==> config.mk <==
export PLATFORM = sky130hd
export DESIGN_NAME = rr_burst_arbiter
export DESIGN_NICKNAME = d
export VERILOG_FILES = /design/src/rtl/rr_burst_arbiter.sv
export SDC_FILE = /design/constraint.sdc
export NUM_CORES = 1
export LEC_CHECK = 0
export ABC_AREA = 1
export CORE_MARGIN = 3
export CORE_UTILIZATION = 35
export DETAILED_ROUTE_END_ITERATION = 8
export MAX_ROUTING_LAYER = met4
export PLACE_DENSITY = 0.64
export SETUP_SLACK_MARGIN = 0.4
export SYNTH_ARGS = -nofsm -noshare
export SYNTH_HDL_FRONTEND = slang
export SYNTH_SLANG_ARGS = --single-unit
==> constraint.sdc <==
create_clock -name clk -period 2.2 [get_ports clk]
set_clock_uncertainty 0.2 [all_clocks]
set_input_delay 0.22 -clock clk [delete_from_list [all_inputs] [get_ports clk]]
set_output_delay 0.22 -clock clk [all_outputs]
set_load 0.005 [all_outputs]
==> src/rtl/rr_burst_arbiter.sv <==
// Round-robin burst arbiter: grants one requester at a time an exclusive,
// multi-beat burst on a shared resource port. Arbitration scans upward from a
// rotating priority pointer. At the end of a burst the next winner is granted
// on the following edge, so there is no idle bubble between bursts.
module rr_burst_arbiter #(
  parameter int NUM_REQUESTERS = 4,
  parameter int BURST_WIDTH    = 3,
  parameter int INDEX_WIDTH    = (NUM_REQUESTERS > 1) ? $clog2(NUM_REQUESTERS) : 1
) (
  input  logic                                  clk,
  input  logic                                  reset_n,
  input  logic [NUM_REQUESTERS-1:0]             request,
  input  logic [NUM_REQUESTERS*BURST_WIDTH-1:0] burst_len,
  input  logic                                  beat_ready,
  output logic                                  grant_valid,
  output logic [NUM_REQUESTERS-1:0]             grant_oh,
  output logic [INDEX_WIDTH-1:0]                grant_idx,
  output logic                                  last_beat
);

  localparam logic [INDEX_WIDTH-1:0] LAST_IDX = INDEX_WIDTH'(NUM_REQUESTERS - 1);

  typedef enum logic {
    IDLE = 1'b0,
    BUSY = 1'b1
  } state_t;

  state_t                   state_q, state_d;
  logic [INDEX_WIDTH-1:0]   owner_q, owner_d;
  logic [INDEX_WIDTH-1:0]   ptr_q, ptr_d;
  logic [BURST_WIDTH-1:0]   cnt_q, cnt_d;

  logic [INDEX_WIDTH-1:0]   scan_base;
  logic [INDEX_WIDTH-1:0]   probe;
  logic [INDEX_WIDTH-1:0]   win_idx;
  logic                     win_found;
  logic [BURST_WIDTH-1:0]   win_len;

  // Modulo-NUM_REQUESTERS increment; wraps at the last requester even when
  // NUM_REQUESTERS is not a power of two.
  function automatic logic [INDEX_WIDTH-1:0] wrap_inc(input logic [INDEX_WIDTH-1:0] v);
    if (v >= LAST_IDX) begin
      return '0;
    end
    return v + 1'b1;
  endfunction

  // Extract the beats-1 field belonging to requester idx.
  function automatic logic [BURST_WIDTH-1:0] len_field(
    input logic [NUM_REQUESTERS*BURST_WIDTH-1:0] lens,
    input logic [INDEX_WIDTH-1:0]                idx
  );
    return lens[int'(idx)*BURST_WIDTH +: BURST_WIDTH];
  endfunction

  // Priority scan: start at the pointer (or just past the retiring owner while
  // busy, which puts that owner last) and take the first active request.
  always_comb begin
    scan_base = (state_q == BUSY) ? wrap_inc(owner_q) : ptr_q;
    win_found = 1'b0;
    win_idx   = '0;
    probe     = scan_base;
    for (int i = 0; i < NUM_REQUESTERS; i++) begin
      if (!win_found && request[probe]) begin
        win_found = 1'b1;
        win_idx   = probe;
      end
      probe = wrap_inc(probe);
    end
    win_len = len_field(burst_len, win_idx);
  end

  // Next-state logic: grant from IDLE, count beats, hand over or go idle at burst end.
  always_comb begin
    state_d = state_q;
    owner_d = owner_q;
    cnt_d   = cnt_q;
    ptr_d   = ptr_q;
    case (state_q)
      IDLE: begin
        if (win_found) begin
          state_d = BUSY;
          owner_d = win_idx;
          cnt_d   = win_len;
        end
      end
      BUSY: begin
        if (beat_ready) begin
          if (cnt_q != '0) begin
            cnt_d = cnt_q - 1'b1;
          end else begin
            ptr_d = wrap_inc(owner_q);
            if (win_found) begin
              owner_d = win_idx;
              cnt_d   = win_len;
            end else begin
              state_d = IDLE;
              owner_d = '0;
            end
          end
        end
      end
      default: begin
        state_d = IDLE;
        owner_d = '0;
        cnt_d   = '0;
      end
    endcase
  end

  // State registers; reset aborts any burst in progress immediately.
  always_ff @(posedge clk or negedge reset_n) begin
    if (!reset_n) begin
      state_q <= IDLE;
      owner_q <= '0;
      ptr_q   <= '0;
      cnt_q   <= '0;
    end else begin
      state_q <= state_d;
      owner_q <= owner_d;
      ptr_q   <= ptr_d;
      cnt_q   <= cnt_d;
    end
  end

  // Outputs decoded purely from registers; index and one-hot always agree.
  always_comb begin
    grant_valid = (state_q == BUSY);
    grant_idx   = grant_valid ? owner_q : '0;
    last_beat   = grant_valid && (cnt_q == '0);
    grant_oh    = '0;
    for (int i = 0; i < NUM_REQUESTERS; i++) begin
      grant_oh[i] = grant_valid && (owner_q == INDEX_WIDTH'(i));
    end
  end

endmodule
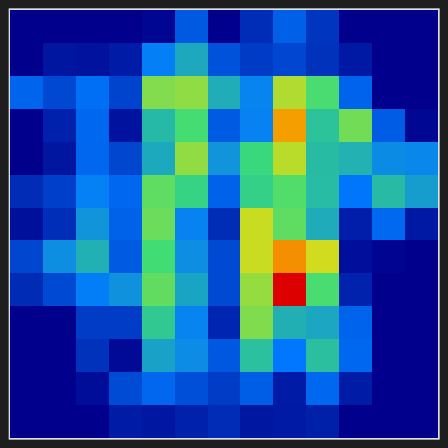
run_1/wire_density.png
The die is cut into 13 by 13 equal tiles; dark blue is low, red is high, scaled to the fullest tile. Values are wire area over tile area, all layers added.
densest ninth of the die: centre
emptiest ninth of the die: south-west
tiles over half the peak: 14%
mean over tiles: 0.12
fullest tile: 0.56

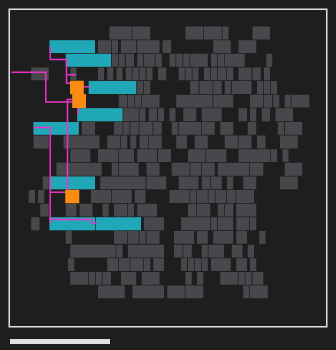
run_1/clock_map.png
The bar under the picture is 20 um long.
[cyan] flip-flops | count: 8
[orange] cells driving clock nets | count: 3
[magenta] clock wires | length: 99.5 um
routed clock nets: 4

==> out/results.ini, run 1 <==
[grt]
antenna_found_initial = 0
grt_pass1_wl_mm = 5.46

[final_timing]
setup_slack_ns = -0.215
timing.fmax_ghz = 0.414
final_max_slew_viol_count = 0
post-route-period-util = 1.10
rsz0062_at_grt = true
setup_violations = 5
holdWs_ns = 0.0492

[floorplan]
dieWidth_um = 63.1

[cells_and_area]
syn_to_final_growth_pct = 57.8
antenna_cells = 0
lay_top_count = nand2_1

[detailed_routing]
drt-total-wl_mm = 3.12
ant_nets = 0
first_pass_iters = 4
drt_iter0_drc = 58

[critical_path]
cp_max_fo = 6
crit_chain = inv_2 > ha_4 > nand2_4 > nand2_8 > inv_6 > nand2_4 > nand2_4 > nand2_4 > nand2_4 > nand3b_4 > o21ai_4 > inv_2 > nand2_4 > nand3_1 > nand3_1 > nand2_1 > a21oi_2
worst_ep_required_time_ns = 2.18
cp_num_buf_inv = 3
rrSetupSlack_ns = -0.21
slowest_stage = dfrtp_2

[run]
cap_violations = 0

[logic_synthesis]
ys_cells = 172

[clocking]
cts_buffers = 3

[outcome]
violations = negative setup slack
outcome = finished, violations left

[min_path]
hold_class = primary input to asynchronous set/reset pin

[placed_design]
post-place-ws_ns = -0.203

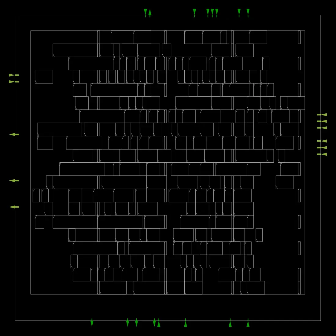
run_1/final_placement.png
row cnt: 20
Tapcells: 44

[run 1: cell families after synthesis]
group / share of synthesized area
and+or+nand+nor: 0.541
AOI/OAI and AO/OA: 0.0659
DFF: 0.176
buffers and inverters: 0.134
xor gates and xnor gates: 0.00769
muxes: 0.00988
adders and majority gates: 0.0659
[run 1: worst register-to-register path, delay by kind of cell, from the launching register on]
family / cells / cell delay, ns
and+or+nand+nor: 11 / 0.92
DFF: 1 / 0.45
AOI/OAI and AO/OA: 2 / 0.32
buffers and inverters: 3 / 0.26
adders and majority gates: 1 / 0.21
[run 1: synthesized netlist by cell type]
| library cell | instances | share of area |
|---|---|---|
| nand3_4 | 3 | 0.046 |
| ha_1 | 6 | 0.066 |
| a21oi_1 | 3 | 0.013 |
| nand3_1 | 17 | 0.075 |
| xnor2_1 | 1 | 0.0077 |
| o31ai_1 | 1 | 0.0066 |
| o21ai_1 | 1 | 0.0044 |
| inv_1 | 29 | 0.095 |
| nor2_1 | 10 | 0.033 |
| inv_2 | 4 | 0.013 |
| a21oi_2 | 1 | 0.0077 |
| nand3b_4 | 1 | 0.018 |
| nand2_4 | 9 | 0.089 |
| nand4_1 | 1 | 0.0055 |
| nand4_2 | 1 | 0.011 |
| buf_6 | 1 | 0.0099 |
| nand3b_1 | 4 | 0.026 |
| nor2_2 | 1 | 0.0055 |
| nand2_1 | 47 | 0.15 |
| o21ai_0 | 6 | 0.026 |
| nand2_2 | 11 | 0.060 |
| o21ai_2 | 1 | 0.0077 |
| mux2_2 | 1 | 0.0099 |
| dfrtp_1 | 8 | 0.18 |
| inv_4 | 1 | 0.0055 |
| nand3_2 | 2 | 0.018 |
| inv_8 | 1 | 0.0099 |
[run 1: flip-flops by register name (all words and copies together) (netlist names)]
name and count:
grant_valid 1, ptr_q 2, cnt_q 3, owner_q 2
[run 1: path summary, 6_finish.rpt]
kind                                  from         end  cells after the start
worst max-delay path            owner_q[0]    cnt_q[1]                     17
worst min-delay path               reset_n    cnt_q[2]                      1
worst max register to register  owner_q[0]    cnt_q[1]                     17
worst min register to register    cnt_q[1]    cnt_q[1]                      2
max in group asynchronous          reset_n  owner_q[0]                      1
min in group clk                  cnt_q[1]    cnt_q[1]                      2
[run 1: what timing repair did]
| action | 4_1_cts | 5_1_grt |
|---|---|---|
| pin swaps | 7 | 1 |
| resized | 29 | 15 |
| buffers inserted | 6 | 5 |
| endpoints found under the hold margin | 0 | 0 |
| hold buffers | 0 | 0 |
| endpoints found under the setup margin | 13 | 12 |
[run 1: area by class of cell]
cell class / instances / area (um^2)
Fill cell: 309 / 1280
Multi-Input combinational cell: 128 / 918
Timing Repair Buffer: 51 / 454
Clock buffer: 4 / 26.3
Inverter: 35 / 144
Sequential cell: 8 / 201
Tap cell: 44 / 55.1
[run 1: metal layers]
layer	track usage	share of wire	routed length, um
met3	0.0232	0.032	100
met4	0.0551	0.016	51
met1	0.173	0.40	1260
met2	0.316	0.55	1710
met5	-	0	0
==> inputs of run 2 (changes only) <==
--- a/config.mk
+++ b/config.mk
@@ -8,7 +8,7 @@
 export ABC_AREA = 1
-export CORE_MARGIN = 3
-export CORE_UTILIZATION = 35
+export CORE_MARGIN = 2
+export CORE_UTILIZATION = 45
 export DETAILED_ROUTE_END_ITERATION = 8
 export MAX_ROUTING_LAYER = met4
-export PLACE_DENSITY = 0.64
+export PLACE_DENSITY = 0.78
 export SETUP_SLACK_MARGIN = 0.4
--- a/constraint.sdc
+++ b/constraint.sdc
@@ -4,2 +4,2 @@
 set_output_delay 0.22 -clock clk [all_outputs]
-set_load 0.005 [all_outputs]
+set_load 0.05 [all_outputs]
==> out/results.ini, run 2 <==
[outcome]
outcome = finished, violations left
violations = negative setup slack

[clocking]
cts_buffers = 3  ; unchanged

[final_timing]
setup_slack_ns = -0.182  ; +0.0331 ns
holdWs_ns = 0.0448  ; -0.00444 ns
timing.fmax_ghz = 0.420  ; +1.4%
post-route-period-util = 1.08  ; -0.0150
rsz0062_at_grt = true
final_max_slew_viol_count = 0  ; unchanged
setup_violations = 5  ; unchanged

[critical_path]
cp_num_buf_inv = 2  ; -1
crit_chain = inv_2 > ha_4 > nand2_4 > nand2_8 > inv_8 > nand2_4 > nand2_4 > nand2_4 > nand2_4 > nand3b_4 > nand3_4 > nand2_4 > nand2_2 > nand3_1 > nand2_1 > nand2_1 > nand2_1 > nand2_1 > nand2_1
slowest_stage = dfrtp_2
worst_ep_required_time_ns = 2.15  ; -0.03 ns
cp_max_fo = 8  ; +2

[cells_and_area]
syn_to_final_growth_pct = 63.7
largest_register_ffs = 3  ; unchanged
largest-register = cnt_q
lay_top_count = nand2_1
antenna_cells = 0  ; unchanged
fill_cells = 166  ; -46%

[min_path]
hold_class = primary input to asynchronous set/reset pin

[logic_synthesis]
largest_area_cell = dfrtp_1
synth_top_cell_by_count = nand2_1
yosys-top-cells-area = dfrtp_1 18%, nand2_1 15%, inv_1 9.5%, nand2_4 8.9%, nand3_1 7.5%
ys_cells = 172  ; unchanged
edf_count = 0  ; unchanged
top_cells_by_count = 47 x nand2_1, 29 x inv_1, 17 x nand3_1
synthArstFlopShare = 1.00  ; unchanged

[grt]
grt_pass1_wl_mm = 4.31  ; -21%

[floorplan]
num_rows = 18  ; -10%
dieWidth_um = 54.3  ; -14%

[run]
cap_violations = 0  ; unchanged

[detailed_routing]
ant_nets = 0  ; unchanged
first_pass_iters = 4  ; unchanged
drt-total-wl_mm = 3.12  ; about the same
drt_iter0_drc = 17  ; -71%

run 2: cell counts after synthesis:
No cell type changed its count.
run 2: final timing paths:
path	start	to	slack, ns	cells after the start
min in group clk	cnt_q[0]	cnt_q[0]	0.34	2
worst min-delay path	reset_n	cnt_q[1]	0.04	1
worst min register to register	cnt_q[0]	cnt_q[0]	0.34	2
worst max register to register	owner_q[0]	cnt_q[2]	-0.18	19
worst max-delay path	owner_q[0]	cnt_q[2]	-0.18	19
max in group asynchronous	reset_n	grant_valid	1.45	1
run 2: cell type report:
cell class	instances	area (um^2)	share of cell area
inverters	35	146	0.0785
repair buffers	49	437	0.234
clock buffers	4	26.3	0.0141
well taps	30	37.5	0.0201
multi-input cells	128	1010	0.543
flip-flops and latches	8	205	0.110
run 2: kinds of logic after synthesis:
group,synth area share
buffers and inverters,0.134
muxes,0.00988
and+or+nand+nor,0.541
adders and majority gates,0.0659
AOI/OAI and AO/OA,0.0659
DFF,0.176
xor gates and xnor gates,0.00769
run 2: worst register-to-register path, stage by stage (launching register included):
cell and delay, ns:
dfrtp_2 0.43, inv_2 0.07, ha_4 0.28, nand2_4 0.06, nand2_8 0.12, inv_8 0.05, nand2_4 0.07, nand2_4 0.06
nand2_4 0.08, nand2_4 0.07, nand3b_4 0.11, nand3_4 0.13, nand2_4 0.15, nand2_2 0.06, nand3_1 0.06, nand2_1 0.07
nand2_1 0.06, nand2_1 0.05, nand2_1 0.05, nand2_1 0.05
run 2: per-layer routing:
metal,global-route usage,share of wire,vias up
met5,-,0,-
met4,0.0500,0.0074,0
met3,0.0164,0.0096,3
met2,0.400,0.56,12
met1,0.221,0.42,573
li1,-,-,648
run 2: timing repair:
action,4_1_cts,5_1_grt
resized,5,51
buffers inserted,3,4
hold buffers,0,0
pin swaps,5,20
endpoints found under the hold margin,0,0
setup endpoints to repair,7,10
run 2: through the flow:
| stage | area [um^2] |
|---|---|
| global placement | 1570 |
| detailed placement | 1570 |
| global route | 1870 |
| CTS | 1630 |
| finish | 1870 |
| floorplan | 1180 |
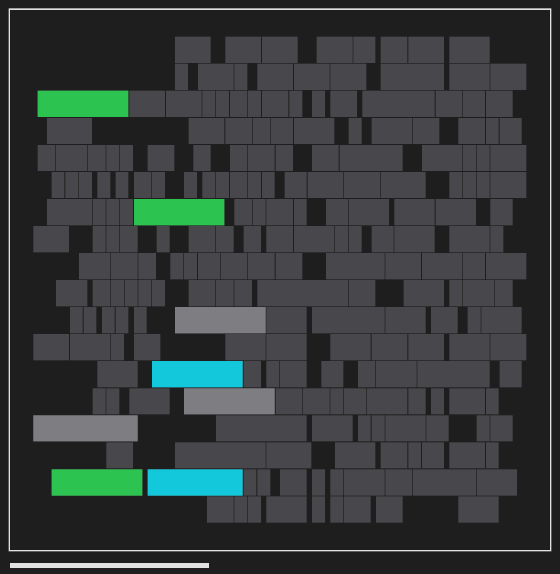
run_2/registers.png
The bar under the picture is 20 um long.
| colour | signal | placed flops |
|---|---|---|
| green | cnt_q | 3 |
| cyan | owner_q | 2 |

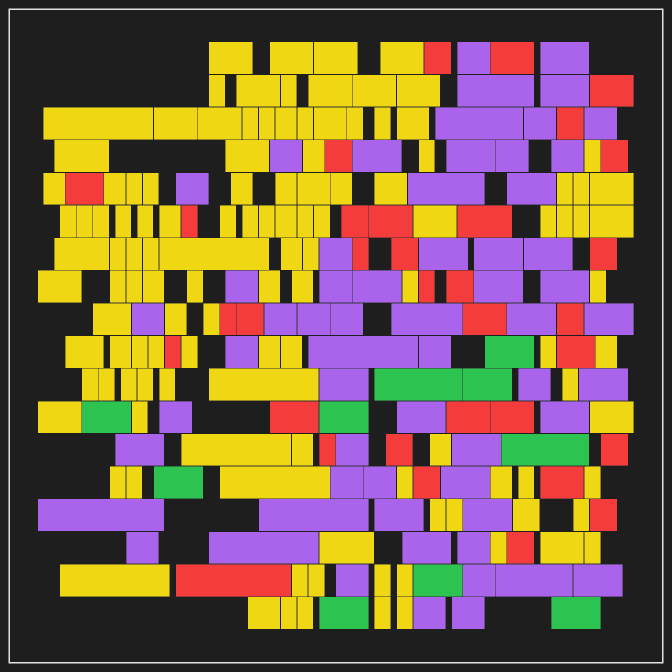
run_2/drive_strength.png
| colour | size | cells |
|---|---|---|
| purple | drive 3 to 4 | 60 |
| yellow | drive 1 or less | 121 |
| red | drive 2 | 33 |
| green | drive 6 and up | 10 |

